==> config.mk <==
export PLATFORM = sky130hd
export DESIGN_NAME = regfile_write_arbiter
export DESIGN_NICKNAME = d
export VERILOG_FILES = /design/src/rtl/regfile_write_arbiter_pkg.sv /design/src/rtl/regfile_write_arbiter_arb_priority_select.sv /design/src/rtl/regfile_write_arbiter.sv
export SDC_FILE = /design/constraint.sdc
export NUM_CORES = 1
export LEC_CHECK = 0
export CORE_UTILIZATION = 35
export CTS_CLUSTER_DIAMETER = 200
export DETAILED_ROUTE_END_ITERATION = 8
export PLACE_DENSITY = 0.81
export SLEW_MARGIN = 20
export SYNTH_ARGS = -nofsm -noshare
export SYNTH_HDL_FRONTEND = slang
export SYNTH_HIERARCHICAL = 1
export SYNTH_SLANG_ARGS = --single-unit
==> constraint.sdc <==
create_clock -name clk -period 2.9 [get_ports clk]
set_input_delay 0.58 -clock clk [delete_from_list [all_inputs] [get_ports clk]]
set_output_delay 0.58 -clock clk [all_outputs]
set_load 0.01 [all_outputs]
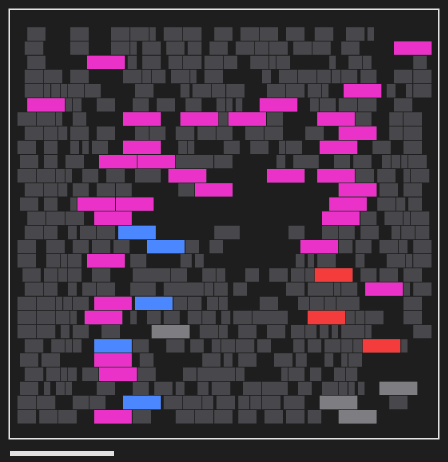
**Above:** run 1 (sequential cells colored by netlist name).
Scale bar: 20 um. Other sequential cells in the stronger gray, the rest of the logic in the fainter gray.
[magenta] `writeData` | placed flops: 32
[red] `starve_cnt` | placed flops: 3
[blue] `desRegister` | placed flops: 5
not colored: 4
area used by sequential logic in the layout: 881 sq um
sequential power: 660 uW
final standard cell utilization of the core: 67.0%
sequential portion of the cell area: 21.7%

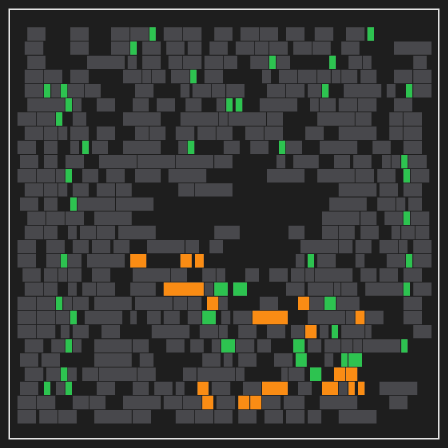
**Above:** run 1 (gate families picked out).
[orange] nor cells | cells: 19
[green] nand cells | cells: 44 | where: all over the die
share of cell area taken by multi-input logic gates: 30.5%
most frequent logic cell in the layout: clkdlybuf4s50_1
post-layout instance count excluding filler cells: 495

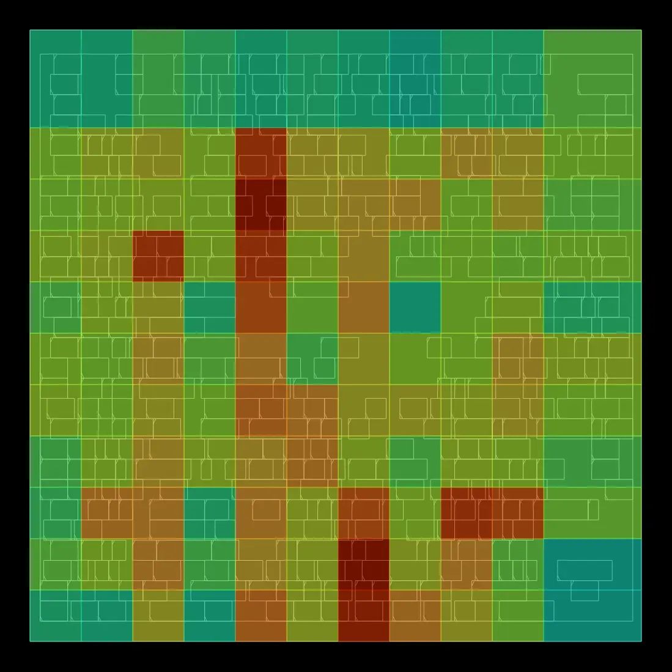
**Above:** run 1 (congestion heat map).
met3 usage: 8.02%
M2 GR Usage: 39.3%

==> run notes, run 1 <==
Synthesis and PnR results.

- The run finished with clean final reports.
- The initial antenna violation count came to 0.
- The total routing resource utilization after global routing reads 21.3%.
- The chip footprint is 0.00674 sq mm.
- The pin closest to its max-slew limit shows a slew of 1.01 ns.
- The clock tree from TritonCTS reads yes.
- After floorplanning, the core was sized to cover 0.00606 sq mm.
- The most frequently used cell type in the post-synthesis netlist is dfxtp_1.
- For this run, asynchronously set or reset flops after synthesis account for 0%.
- The layout net count is 539.
- The maximum fanout count along the critical path reads 25.
- The post-layout period usage of the worst path is 95.8%.
- The arrival time of data at the worst endpoint is listed as 2.96 ns.
- The cell resize tally after clock tree synthesis reads 2.
- The number of buffers added to fix hold violations after cts is 0.
- The number of global-route vias before repair was 2374.
- The number of vias after detailed routing is 2564.
- For reference, the clock transition at the flip-flops on the worst setup and hold paths is 0.07 ns.
- The horizontal die size is 82.1 um.
- The buffer depth of the longest clock path is 2.
## run 1: power by group
group	switching [uW]	leakage, uW	internal [uW]
Sequential	20.5	0.000359	640
Clock	188	0.0000410	164
Combinational	162	0.00110	276
Total	371	0.00150	1080
## run 1: final cells by class
type | count | area, sq um
Sequential cell | 44 | 881
Multi-Input combinational cell | 189 | 1240
Fill cell | 505 | 2000
Clock buffer | 6 | 72.6
Inverter | 3 | 11.3
Timing Repair Buffer | 177 | 1760
Tap cell | 75 | 93.8
Clock inverter | 1 | 5.00
## run 1: critical path, cell delays in order
cell	delay, ns
clkdlybuf4s50_1	0.42
or4_4	0.57
nor3b_4	0.28
buf_12	0.20
nand3b_1	0.12
a21oi_1	0.08
or4_1	0.53
o21a_1	0.18
## run 1: through the flow
| step | utilization [%] | worst slack (ns) |
|---|---|---|
| finish | 67.0 | 0.123 |
| global route | 67.0 | 0.0204 |
| CTS | 66.8 | 0.0186 |
| floorplan | - | 0.242 |
| global placement | 65.5 | -0.210 |
| detailed placement | 65.5 | -0.273 |
## run 1: layout by cell type, fill, tap and decap left out, types with 2 or more instances in the layout
master	netlist	routed
ha_1	2	2
nor2_1	3	2
buf_4	2	15
a21oi_1	13	12
nor2b_1	11	9
buf_12	0	3
a22oi_1	33	33
o21ai_0	28	28
inv_1	3	3
nand2b_1	3	3
nor3_1	2	2
nand3b_1	5	5
nand2_1	35	35
a22o_1	37	37
clkbuf_8	0	5
o21ai_1	6	6
clkdlybuf4s50_1	0	157
dfxtp_1	44	44
## run 1: logic make-up after synthesis
family,after synthesis,share of synthesized area [%]
AND/OR/NAND/NOR,67,16.0
adder cells (fa/ha/maj),2,1.11
buffers and inverters,30,6.74
flip-flops,44,39.2
XOR/XNOR,1,0.390
AND-OR/OR-AND,119,36.6
==> run 2, diff against run 1 <==
--- a/config.mk
+++ b/config.mk
@@ -5,10 +5,10 @@
 export SDC_FILE = /design/constraint.sdc
 export NUM_CORES = 1
 export LEC_CHECK = 0
-export CORE_UTILIZATION = 35
+export CORE_UTILIZATION = 32
 export CTS_CLUSTER_DIAMETER = 200
 export DETAILED_ROUTE_END_ITERATION = 8
-export PLACE_DENSITY = 0.81
+export PLACE_DENSITY = 0.78
 export SLEW_MARGIN = 20
 export SYNTH_ARGS = -nofsm -noshare
 export SYNTH_HDL_FRONTEND = slang
==> constraint.sdc (replaced) <==
create_clock -name clk -period 2.2 [get_ports clk]
set_input_delay 0.44 -clock clk [delete_from_list [all_inputs] [get_ports clk]]
set_output_delay 0.44 -clock clk [all_outputs]
set_load 0.01 [all_outputs]
==> run 2 against run 1 <==
  * The run now ends with negative setup slack left
  * Setup slack worse by 0.18 ns
  * Critical path type unchanged
  * Design area increased by 13%
  * Die size up 9.1%
  * Routed wire length up 13%
  * Largest cell class unchanged
  * Sequential share of layout area is 2.4 points lower
  * Count of clock-buffer cells in the layout unchanged
  * Combinational power grew 55%
==> run notes, run 2 <==
Synthesis and PnR results.

- The arrival time of the worst setup path was 2.45 ns (-0.51 ns).
- The clock transition at the registers of the reported paths reads 0.09 ns (+0.02 ns).
- From synthesis to final layout, the design area changed by 103%.
- In the finished design, the share of the clock period the worst path needs comes to 103%.
- The most frequently used cell type in the post-synthesis netlist reads dfxtp_1.
- The buffer depth of the longest clock path is 2 (unchanged).
- The leading cell type in the layout, fill and taps excluded reads clkdlybuf4s50_1.
- The post-route worst setup slack reads -0.0615 ns (-0.184 ns).
- The critical path launch point type is a primary input.
- The met2 usage is 38.7% (-0.65 points).
- The horizontal die size came to 85.8 um (+4.5%).
- The met3 routing resource usage after global routing is 4.72% (-3.3 points).
- The transition at the pin with the smallest max-transition slack is 0.336 ns (-0.678 ns).
- The checks that failed: negative setup slack.
- From the final report, the count of setup violators was given as 4.
- The share of flip-flops with an asynchronous set or reset reads 0% (unchanged).
- The maximum fanout count along the critical path came to 3 (-88%).
- The most common logic cells in the final layout are clkdlybuf4s50_1 (155), dfxtp_1 (43), a22o_1 (37).
- The clock tree from TritonCTS reads yes.
- The area share of the largest cell type after synthesis reads 39.2%.
- The flow ran to the end, but the final reports show violations.
- The initial antenna violation count was 0 (unchanged).
- The layout net count is 560 (+3.9%).
- The chip footprint is 0.00736 sq mm (+9.1%).
- The net count of the mapped netlist reads 382.
-- run 2: through the flow --
stage | cell area [sq um] | setup slack (ns) | std cells | setup TNS [ns] | hold slack [ns]
after floorplan | 2250 | -0.0377 | 263 | -0.0594 | 0.449
after global placement | 4140 | -0.665 | 518 | -25.02 | 0.460
after detailed placement | 4140 | -0.709 | 518 | -27.41 | 0.463
after CTS | 4310 | -0.0619 | 528 | -0.0940 | 0.488
after global routing | 4570 | -0.111 | 538 | -1.28 | 0.499
final | 4570 | -0.0615 | 538 | -0.130 | 0.486
-- run 2: area by class of cell --
| type | count | area (sq um) |
|---|---|---|
| Multi-Input combinational cell | 189 | 1400 |
| Inverter | 3 | 11.3 |
| Timing Repair Buffer | 198 | 2050 |
| Fill cell | 548 | 2220 |
| Clock buffer | 6 | 72.6 |
| Tap cell | 96 | 120 |
| Clock inverter | 2 | 35.0 |
| Sequential cell | 44 | 882 |
-- run 2: cells by family (layout without fill, tap and decap cells) --
| logic type | after synthesis | count (layout) | synth area share (%) |
|---|---|---|---|
| flops | 44 | 44 | 39.2 |
| xor+xnor | 1 | 1 | 0.390 |
| simple gates | 67 | 67 | 16.0 |
| fa+ha+maj | 2 | 2 | 1.11 |
| buf+inv | 30 | 209 | 6.74 |
| compound gates | 119 | 119 | 36.6 |
-- run 2: where the power goes --
part	switching [uW]	internal [uW]
logic	254	424
clock network	273	337
registers	24.0	843
total	552	1600
-- run 2: critical path, cell delays in order --
cell	delay (ns)
dlygate4sd2_1	0.26
or4_4	0.45
nor3b_4	0.23
buf_4	0.16
nand3b_1	0.12
a21oi_2	0.07
or4_4	0.53
o21a_1	0.19
-- run 2: timing repair --
action	CTS	global route
cloned	0	4
setup endpoints to repair	42	36
resized	30	49
pin swaps	5	7
endpoints found under the hold margin	0	0
setup buffers	3	6
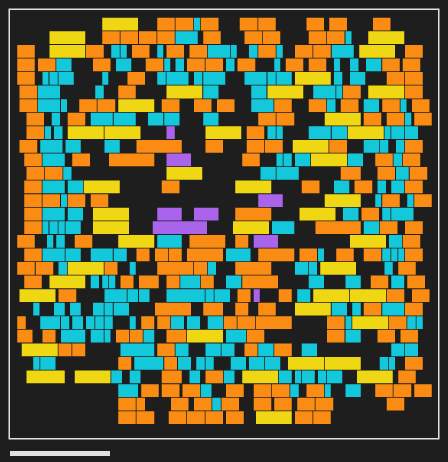
**Above:** run 2 (placed cells, one color a class).
Scale bar: 20 um.
[orange] remaining buffers and delay cells | cells: 198 | share of their area: 46%
[cyan] remaining logic cells | cells: 192 | share of their area: 32%
[purple] clock drivers and dummy loads | cells: 8 | share of their area: 2.4%
[yellow] sequential cells | cells: 44 | share of their area: 20%
Core ar.: 0.00679 sq mm
final standard cell utilization of the core: 67.3%
sequential portion of the cell area: 19.3%
number of cell rows: 30

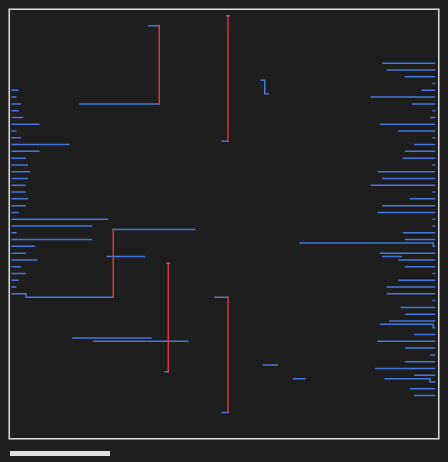
**Above:** run 2 (metal layers overlaid).
Scale bar: 20 um. Two of the layers only.
[red] M4 | wire length: 99.3 um
[blue] M3 | wire length: 566 um
Final Routed Wirelength: 8250 um
vias: 2723
GRT Total Usage: 20.4%
routed wire length per instance: 15.3 um

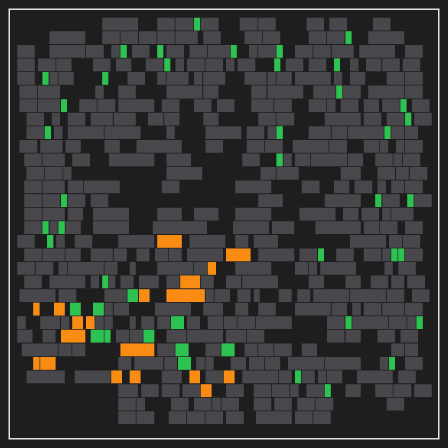
**Above:** run 2 (gate families picked out).
[green] nand cells | cells: 44 | where: all over the die
[orange] nor cells | cells: 19
post-layout instance count excluding filler cells: 538
share of cell area taken by multi-input logic gates: 30.5%

Power figures rest on the tool's default switching activity, not on a simulated workload.
